**config.mk**
```make
export PLATFORM = sky130hd
export DESIGN_NAME = lcd_bus_writer
export DESIGN_NICKNAME = d
export VERILOG_FILES = /design/src/rtl/lcd_bus_writer.sv
export SDC_FILE = /design/constraint.sdc
export NUM_CORES = 1
export LEC_CHECK = 0
export ABC_AREA = 1
export CORE_UTILIZATION = 30
export CTS_CLUSTER_SIZE = 24
export DETAILED_ROUTE_END_ITERATION = 10
export PLACE_DENSITY = 0.52
export REMOVE_ABC_BUFFERS = 1
export SLEW_MARGIN = 20
export SYNTH_ARGS = -nofsm -noshare
export SYNTH_HDL_FRONTEND = slang
export SYNTH_SLANG_ARGS = --single-unit
```
**constraint.sdc**
```tcl
create_clock -name clk -period 3.3 [get_ports clk]
set_input_delay 0.495 -clock clk [delete_from_list [all_inputs] [get_ports clk]]
set_output_delay 0.495 -clock clk [all_outputs]
set_load 0.03 [all_outputs]
```
**src/rtl/lcd_bus_writer.sv**
```systemverilog
// HD44780-class LCD bus writer: one RS/data byte per handshake, programmable strobe timing,
// 8-bit or 4-bit bus, and a post-byte execution wait (long for clear/home).
module lcd_bus_writer #(
  parameter bit          BUS4        = 1'b0,
  parameter int unsigned T_SETUP     = 4,
  parameter int unsigned T_EN_HIGH   = 16,
  parameter int unsigned T_EN_LOW    = 32,
  parameter int unsigned T_EXEC      = 2000,
  parameter int unsigned T_EXEC_LONG = 80000,
  parameter int unsigned CNT_W       = 17
) (
  input  logic       clk,
  input  logic       rst_n,
  input  logic       in_valid,
  output logic       in_ready,
  input  logic       in_rs,
  input  logic [7:0] in_data,
  output logic       busy,
  output logic       done,
  output logic [7:0] lcd_data,
  output logic       lcd_rs,
  output logic       lcd_rw,
  output logic       lcd_en
);

  typedef enum logic [2:0] {StIdle, StSetup, StEnHi, StEnLo, StExec} state_e;

  state_e           state_q, state_d;
  logic [CNT_W-1:0] cnt_q, cnt_d;
  logic             nib_q, nib_d;
  logic             long_q, long_d;
  logic [3:0]       lo_q, lo_d;
  logic [7:0]       lcd_data_q, lcd_data_d;
  logic             lcd_rs_q, lcd_rs_d;
  logic             lcd_en_q, lcd_en_d;
  logic             done_q, done_d;
  logic             accept;
  logic             cnt_last;

  assign accept = (state_q == StIdle) && in_valid;

  // Last cycle of the current timed state.
  always_comb begin
    cnt_last = 1'b0;
    unique case (state_q)
      StSetup: cnt_last = (cnt_q == CNT_W'(T_SETUP - 1));
      StEnHi:  cnt_last = (cnt_q == CNT_W'(T_EN_HIGH - 1));
      StEnLo:  cnt_last = (cnt_q == CNT_W'(T_EN_LOW - 1));
      StExec:  cnt_last = long_q ? (cnt_q == CNT_W'(T_EXEC_LONG - 1))
                                 : (cnt_q == CNT_W'(T_EXEC - 1));
      default: cnt_last = 1'b0;
    endcase
  end

  always_ff @(posedge clk or negedge rst_n) begin
    if (!rst_n) begin
      state_q    <= StIdle;
      cnt_q      <= '0;
      nib_q      <= 1'b0;
      long_q     <= 1'b0;
      lo_q       <= '0;
      lcd_data_q <= '0;
      lcd_rs_q   <= 1'b0;
      lcd_en_q   <= 1'b0;
      done_q     <= 1'b0;
    end else begin
      state_q    <= state_d;
      cnt_q      <= cnt_d;
      nib_q      <= nib_d;
      long_q     <= long_d;
      lo_q       <= lo_d;
      lcd_data_q <= lcd_data_d;
      lcd_rs_q   <= lcd_rs_d;
      lcd_en_q   <= lcd_en_d;
      done_q     <= done_d;
    end
  end

  always_comb begin
    state_d = state_q;
    cnt_d   = cnt_q;
    nib_d   = nib_q;
    long_d  = long_q;
    lo_d    = lo_q;
    unique case (state_q)
      StIdle: begin
        if (in_valid) begin
          state_d = StSetup;
          cnt_d   = '0;
          nib_d   = 1'b0;
          long_d  = !in_rs && (in_data[7:2] == 6'd0) && (in_data != 8'd0);
          lo_d    = in_data[3:0];
        end
      end
      StSetup: if (cnt_last) state_d = StEnHi;
      StEnHi:  if (cnt_last) state_d = (BUS4 && !nib_q) ? StEnLo : StExec;
      StEnLo: begin
        if (cnt_last) begin
          state_d = StSetup;
          nib_d   = 1'b1;
        end
      end
      StExec: begin
        if (cnt_last) begin
          state_d = StIdle;
          nib_d   = 1'b0;
        end
      end
      default: state_d = StIdle;
    endcase
    if (state_q != StIdle) cnt_d = cnt_last ? '0 : cnt_q + CNT_W'(1);
  end

  // Registered pin values, computed from the next state so pins change with the state.
  always_comb begin
    lcd_data_d = lcd_data_q;
    lcd_rs_d   = lcd_rs_q;
    lcd_en_d   = (state_d == StEnHi);
    done_d     = (state_q == StExec) && cnt_last;
    if (accept) begin
      lcd_data_d = BUS4 ? {in_data[7:4], 4'h0} : in_data;
      lcd_rs_d   = in_rs;
    end else if ((state_q == StEnLo) && cnt_last) begin
      lcd_data_d = {lo_q, 4'h0};
    end
  end

  assign in_ready = (state_q == StIdle);
  assign busy     = !in_ready;
  assign done     = done_q;
  assign lcd_data = lcd_data_q;
  assign lcd_rs   = lcd_rs_q;
  assign lcd_en   = lcd_en_q;
  assign lcd_rw   = 1'b0;

endmodule

```
**Run 1: signal wires on met3**

Bar = 20 µm.
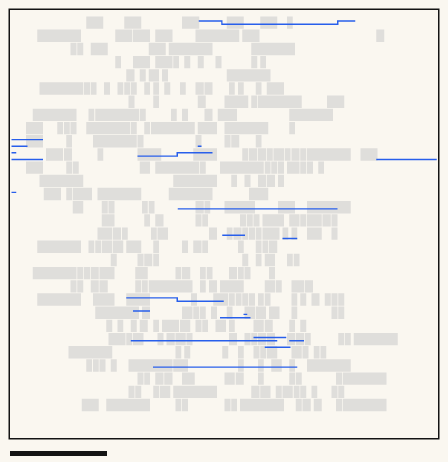
The wires run mostly horizontal. The layer holds 4.0% of the routed length. The layer carries 222 µm of wire. 18 nets have wire on it.

**Run 1: gate-type map**

Bar = 20 µm.
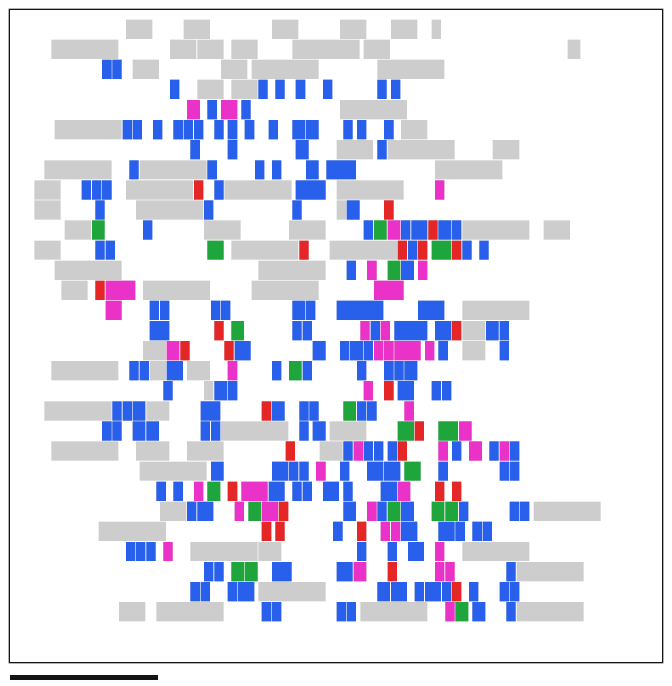
Key: red = inv cells [cells 26, most used inv_1]; blue = nand cells [cells 181, most used nand2_1]; green = aoi and oai cells [cells 19, most used o21ai_0]; magenta = nor cells [cells 39, most used nor2_1]

**Run 1: routing congestion map**

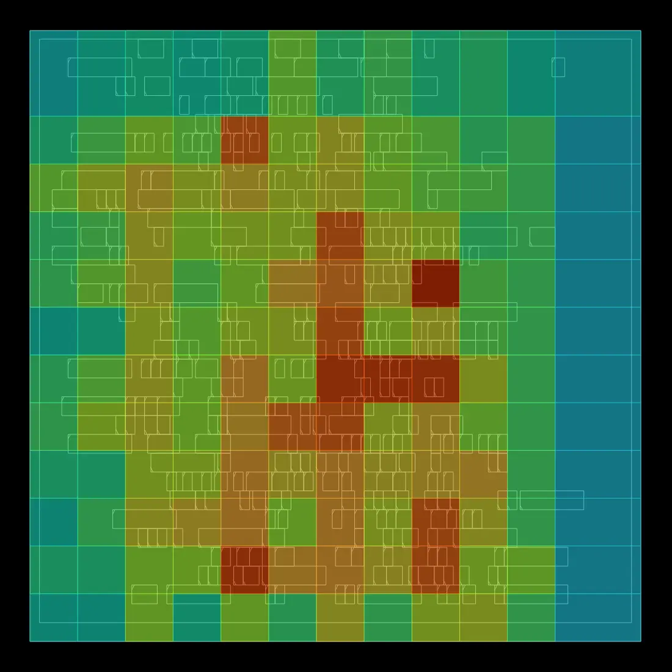
met3 usage: 0.0345
fin util: 0.364

==> results_dict.tcl, run 1 <==
# collected from the flow reports
set metrics [dict create \
    ys_area_mm2 0.00223 \
    finClkSkew_ps 8.04 \
    slowest_stage "clkdlybuf4s50_1" \
    antenna_cells 0 \
    gr-usage-met2 0.232 \
    rrSetupSlack_ps 970 \
    die_area_mm2 0.00779 \
    ys.flop_type "dfrtp_1" \
    grtUsageTotal 0.154 \
    seq_power_share 0.536 \
    fp_util 0.310 \
    critical-path-top-delay-family "buffers and inverters" \
    cts-root-buf "clkbuf_8" \
    drt_iter0_markers 146 \
    rr_startpoint "state_q[1]" \
    clock_latency_ps 290 \
    p_sw_frac 0.254 \
    fmax_mhz 369 \
    die_w_um 88.3 \
    core_mm2 0.00721 \
    synthTopCellsByCount "nand2_1, dfrtp_1, nor2_1, inv_1, nand3_1" \
    setup-tns-final_ps 0 \
    dr_total_vias 2058 \
    r2r-end "cnt_q[8]" \
    fin_crit_ps 2710 \
    hp-class "primary input to asynchronous set/reset pin" \
    crit_required_ps 2800 \
    pwr_density_cell_mw_per_mm2 323 \
    syn_inst 319 \
    crit_buf_inv 3 \
    p_leak_uw 0.00127 \
    ir_worst_vdd_mv 0.143 \
    cts_max_level 2 \
    rsz0062_at_grt "no" \
    routed_via_density 4.67 \
    status "completed" \
    cp-end-kind "output pin" \
    drv_cap 0 \
    crit_chain "nor2_4, inv_1, nor2_2, inv_2, clkdlybuf4s50_1" \
    grt_max_degree 37 \
    cts_setup_buffers 0 \
    internal_power_uw 632 \
    ys_top_cells_by_area "dfrtp_1, nand2_1, nand3_1" \
]
==> run 1: worst min path at each step <==
stage	start	slack, ps	endpoint
final	rst_n	310	lcd_data[2]
after global routing	rst_n	370	cnt_q[4]
after CTS	rst_n	340	lcd_data[2]
after detailed placement	lo_q[1]	460	lo_q[1]
after global placement	lo_q[3]	450	lo_q[3]
after floorplan	rst_n	200	cnt_q[0]
==> run 1: cells by family after synthesis <==
| group | after synthesis | share of synthesized area |
|---|---|---|
| xor+xnor | 6 | 0.0235 |
| buf+inv | 35 | 0.0683 |
| simple gates | 221 | 0.451 |
| flops | 36 | 0.403 |
| compound gates | 19 | 0.0465 |
| other cells | 1 | 0.00168 |
| fa+ha+maj | 1 | 0.00560 |
==> run 1: flip-flops by register name (all words and copies together), names as in the netlist <==
| signal | count |
|---|---|
| lcd_data | 8 |
| state_q | 3 |
| cnt_q | 17 |
| lo_q | 4 |
| lcd_en | 1 |
| lcd_rs | 1 |
| done | 1 |
| long_q | 1 |
==> run 1: cell usage in the layout (no fill, tap or decap), drive strengths merged <==
master / synthesis / routed
a21oi: 4 / 4
o21ai: 10 / 10
nand3: 25 / 25
nor2: 29 / 29
clkbuf: 0 / 7
o22ai: 3 / 3
ha: 1 / 1
a22oi: 1 / 1
o211ai: 1 / 1
clkdlybuf4s50: 0 / 23
xor2: 4 / 4
nand3b: 3 / 3
nand2: 134 / 134
or2: 1 / 1
inv: 26 / 26
clkinv: 0 / 1
nand4: 19 / 19
xnor2: 2 / 2
dfrtp: 36 / 36
nor3: 9 / 9
nor4: 1 / 1
buf: 9 / 1
conb: 1 / 1
==> run 1: power groups by stage <==
stage                     registers, µW  logic (µW)  clock network, µW
after CTS                           454        78.7                328
after detailed placement            463        78.5                  0
after floorplan                     474        26.6                  0
after global routing                455        85.6                349
after global placement              463        78.6                  0
final                               454        77.1                315
==> run 1: metrics by stage <==
step	std cells	cell area (µm²)	total power [µW]	worst slack, ps	utilization
finish	441	2620	847	591	0.364
detailed placement	433	2540	542	923	0.352
CTS	441	2620	861	590	0.364
floorplan	310	2180	501	1070	-
global route	441	2620	889	492	0.364
global placement	433	2540	542	975	0.352
==> run 1: layout make-up <==
| class | count | area share |
|---|---|---|
| tap | 99 | 0.0472 |
| sequential | 36 | 0.344 |
| clock buffer | 7 | 0.0291 |
| clock inverter | 1 | 0.00334 |
| inverter | 26 | 0.0372 |
| timing repair buffer | 24 | 0.0897 |
| multi-input combinational | 248 | 0.450 |
==> run 1: metal layers <==
| layer | part of all wire | vias to the layer above |
|---|---|---|
| met2 | 0.45 | 33 |
| li1 | - | 1083 |
| met5 | 0 | - |
| met1 | 0.50 | 938 |
| met4 | 0.0076 | 0 |
| met3 | 0.040 | 4 |
**Run 1: met1 routing**

Bar = 20 µm. Supply wires on this layer in grey.
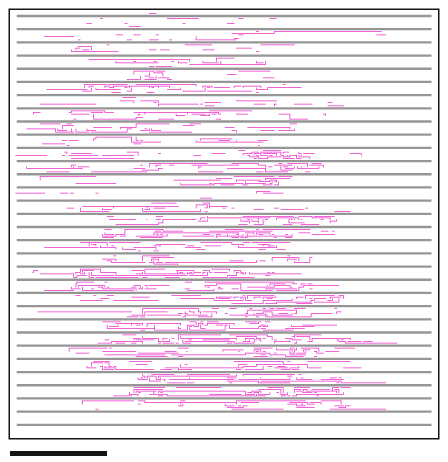

==> inputs of run 2 (changes only) <==
- PLACE_DENSITY: 0.52 -> 0.54
- clock period: 3.3 -> 2.3 ns (I/O delays scaled with it)
**Run 2: met1 routing**

Bar = 20 µm. Supply wires on this layer in grey.
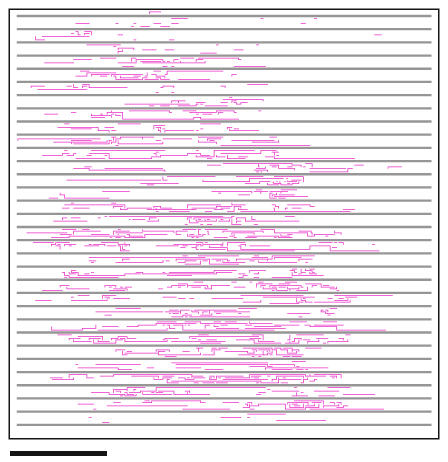
The longest straight run is 23.9 µm. The wires run mostly horizontal.

==> run 2 against run 1 <==
  * Global-route usage grew 0.64 points
  * Combinational power rose by 45%
  * Clock skew grew 3.8 ps
  * First-iteration DRC count shrank 29%
  * Worst setup slack worse by 510 ps
  * Count of clock-buffer cells in the layout down 2
  * Utilization is 1.6 points higher
  * Wire length grew 3.0%
  * Synthesized cell count did not move
  * Sequential power rose by 44%
==> results_dict.tcl, run 2 <==
# collected from the flow reports
set metrics [dict create \
    fp_util 0.310 \
    met3WireLength_um 208 \
    yosys.area_share.adder 0.00560 \
    dp_slack_ps 187 \
    fin_crit_ps 2220 \
    largest_reg_flops 17 \
    fin_ws_ps 77.6 \
    cp-end-kind "output pin" \
    wl_met2_um 2600 \
    p_sw_frac 0.242 \
    drt_iter0_markers 103 \
    grt_max_degree 37 \
    wl_met1_um 2740 \
    final_cell_mix "nand2_1, dfrtp_1, nor2_1, inv_1, nand3_1" \
    pwr_density_cell_mw_per_mm2 488 \
    simple_gate_share 0.451 \
    syn_inst 319 \
    rrSetupSlack_ps 260 \
    setup-tns-final_ps 0 \
    highest_layer "met4" \
    fmax_mhz 450 \
    dr_total_vias 2135 \
    antenna_cells 0 \
    routed_via_density 4.71 \
    drv_cap 0 \
    finClkSkew_ps 11.8 \
    status "completed" \
    die_area_mm2 0.00779 \
    ys_top_cells_by_area "dfrtp_1, nand2_1, nand3_1" \
    cts-root-buf "clkbuf_8" \
    cts_max_level 2 \
    crit_required_ps 1960 \
    ys.flop_type "dfrtp_1" \
    clock_latency_ps 300 \
    ys_sh_xor 0.0235 \
    ir_worst_vdd_mv 0.272 \
    seq_power_share 0.488 \
]
**Run 2: routing congestion map**

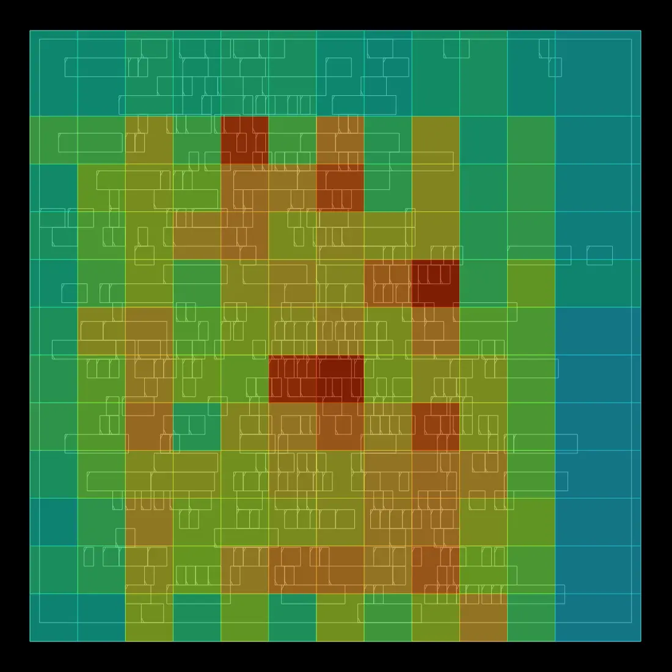
met3 usage: 0.0252
GRT Overall Usage: 0.160

run 2: netlist changes by cell type in the layout (fill, tap and decap cells not counted):
cell / delta
buf_4: +12
clkinv_2: +1
bufinv_16: +1
clkinvlp_4: +1
clkdlybuf4s50_1: -1
clkbuf_1: -2
dlygate4sd2_1: +1
clkinv_4: -1
run 2: critical path: stages (launching register included):
cell and delay, ps:
dfrtp_1 460, buf_4 210, nor2_2 220, inv_2 100, clkdlybuf4s50_1 600
run 2: worst min path at each step:
| stage | start | end | slack (ps) |
|---|---|---|---|
| floorplan | rst_n | cnt_q[0] | 50 |
| global placement | lo_q[2] | lo_q[2] | 450 |
| detailed placement | lo_q[2] | lo_q[2] | 450 |
| CTS | rst_n | cnt_q[16] | 180 |
| global route | rst_n | cnt_q[16] | 210 |
| finish | rst_n | cnt_q[16] | 150 |
run 2: routing by layer:
layer	vias to the layer above	track usage
li1	1098	-
met1	980	0.219
met2	49	0.260
met3	8	0.0252
met4	0	0.0499
met5	-	0
run 2: final cells by class:
class / instances / share of cell area
clock inverter: 3 / 0.0155
inverter: 26 / 0.0356
tap: 99 / 0.0452
timing repair buffer: 36 / 0.118
sequential: 36 / 0.329
multi-input combinational: 248 / 0.431
clock buffer: 5 / 0.0251
run 2: timing repair:
item,in CTS,in global routing
resized,1,0
setup endpoints to repair,2,0
buffers inserted,1,0
run 2: logic make-up after synthesis:
family,count (synthesis)
AOI/OAI and AO/OA,19
other,1
and+or+nand+nor,221
adders and majority gates,1
DFF,36
xor gates and xnor gates,6
buffers and inverters,35
run 2: metrics by stage:
stage                     utilization  instances  total power [µW]  instance area (µm²)
after floorplan                     -        310               718                 2180
after global placement          0.363        444               780                 2620
after detailed placement        0.363        444               780                 2620
after CTS                       0.379        453              1360                 2740
after global routing            0.379        453              1400                 2740
final                           0.379        453              1340                 2740
run 2: power by group through the flow:
stage,combinational [µW],clock (µW),sequential (µW)
2_1_floorplan,38.2,0,680
3_3_place_gp,115,0,665
3_5_place_dp,115,0,665
4_1_cts,115,591,652
5_1_grt,125,621,654
6_report,112,571,652
Power is estimated from default activity; no workload was simulated.
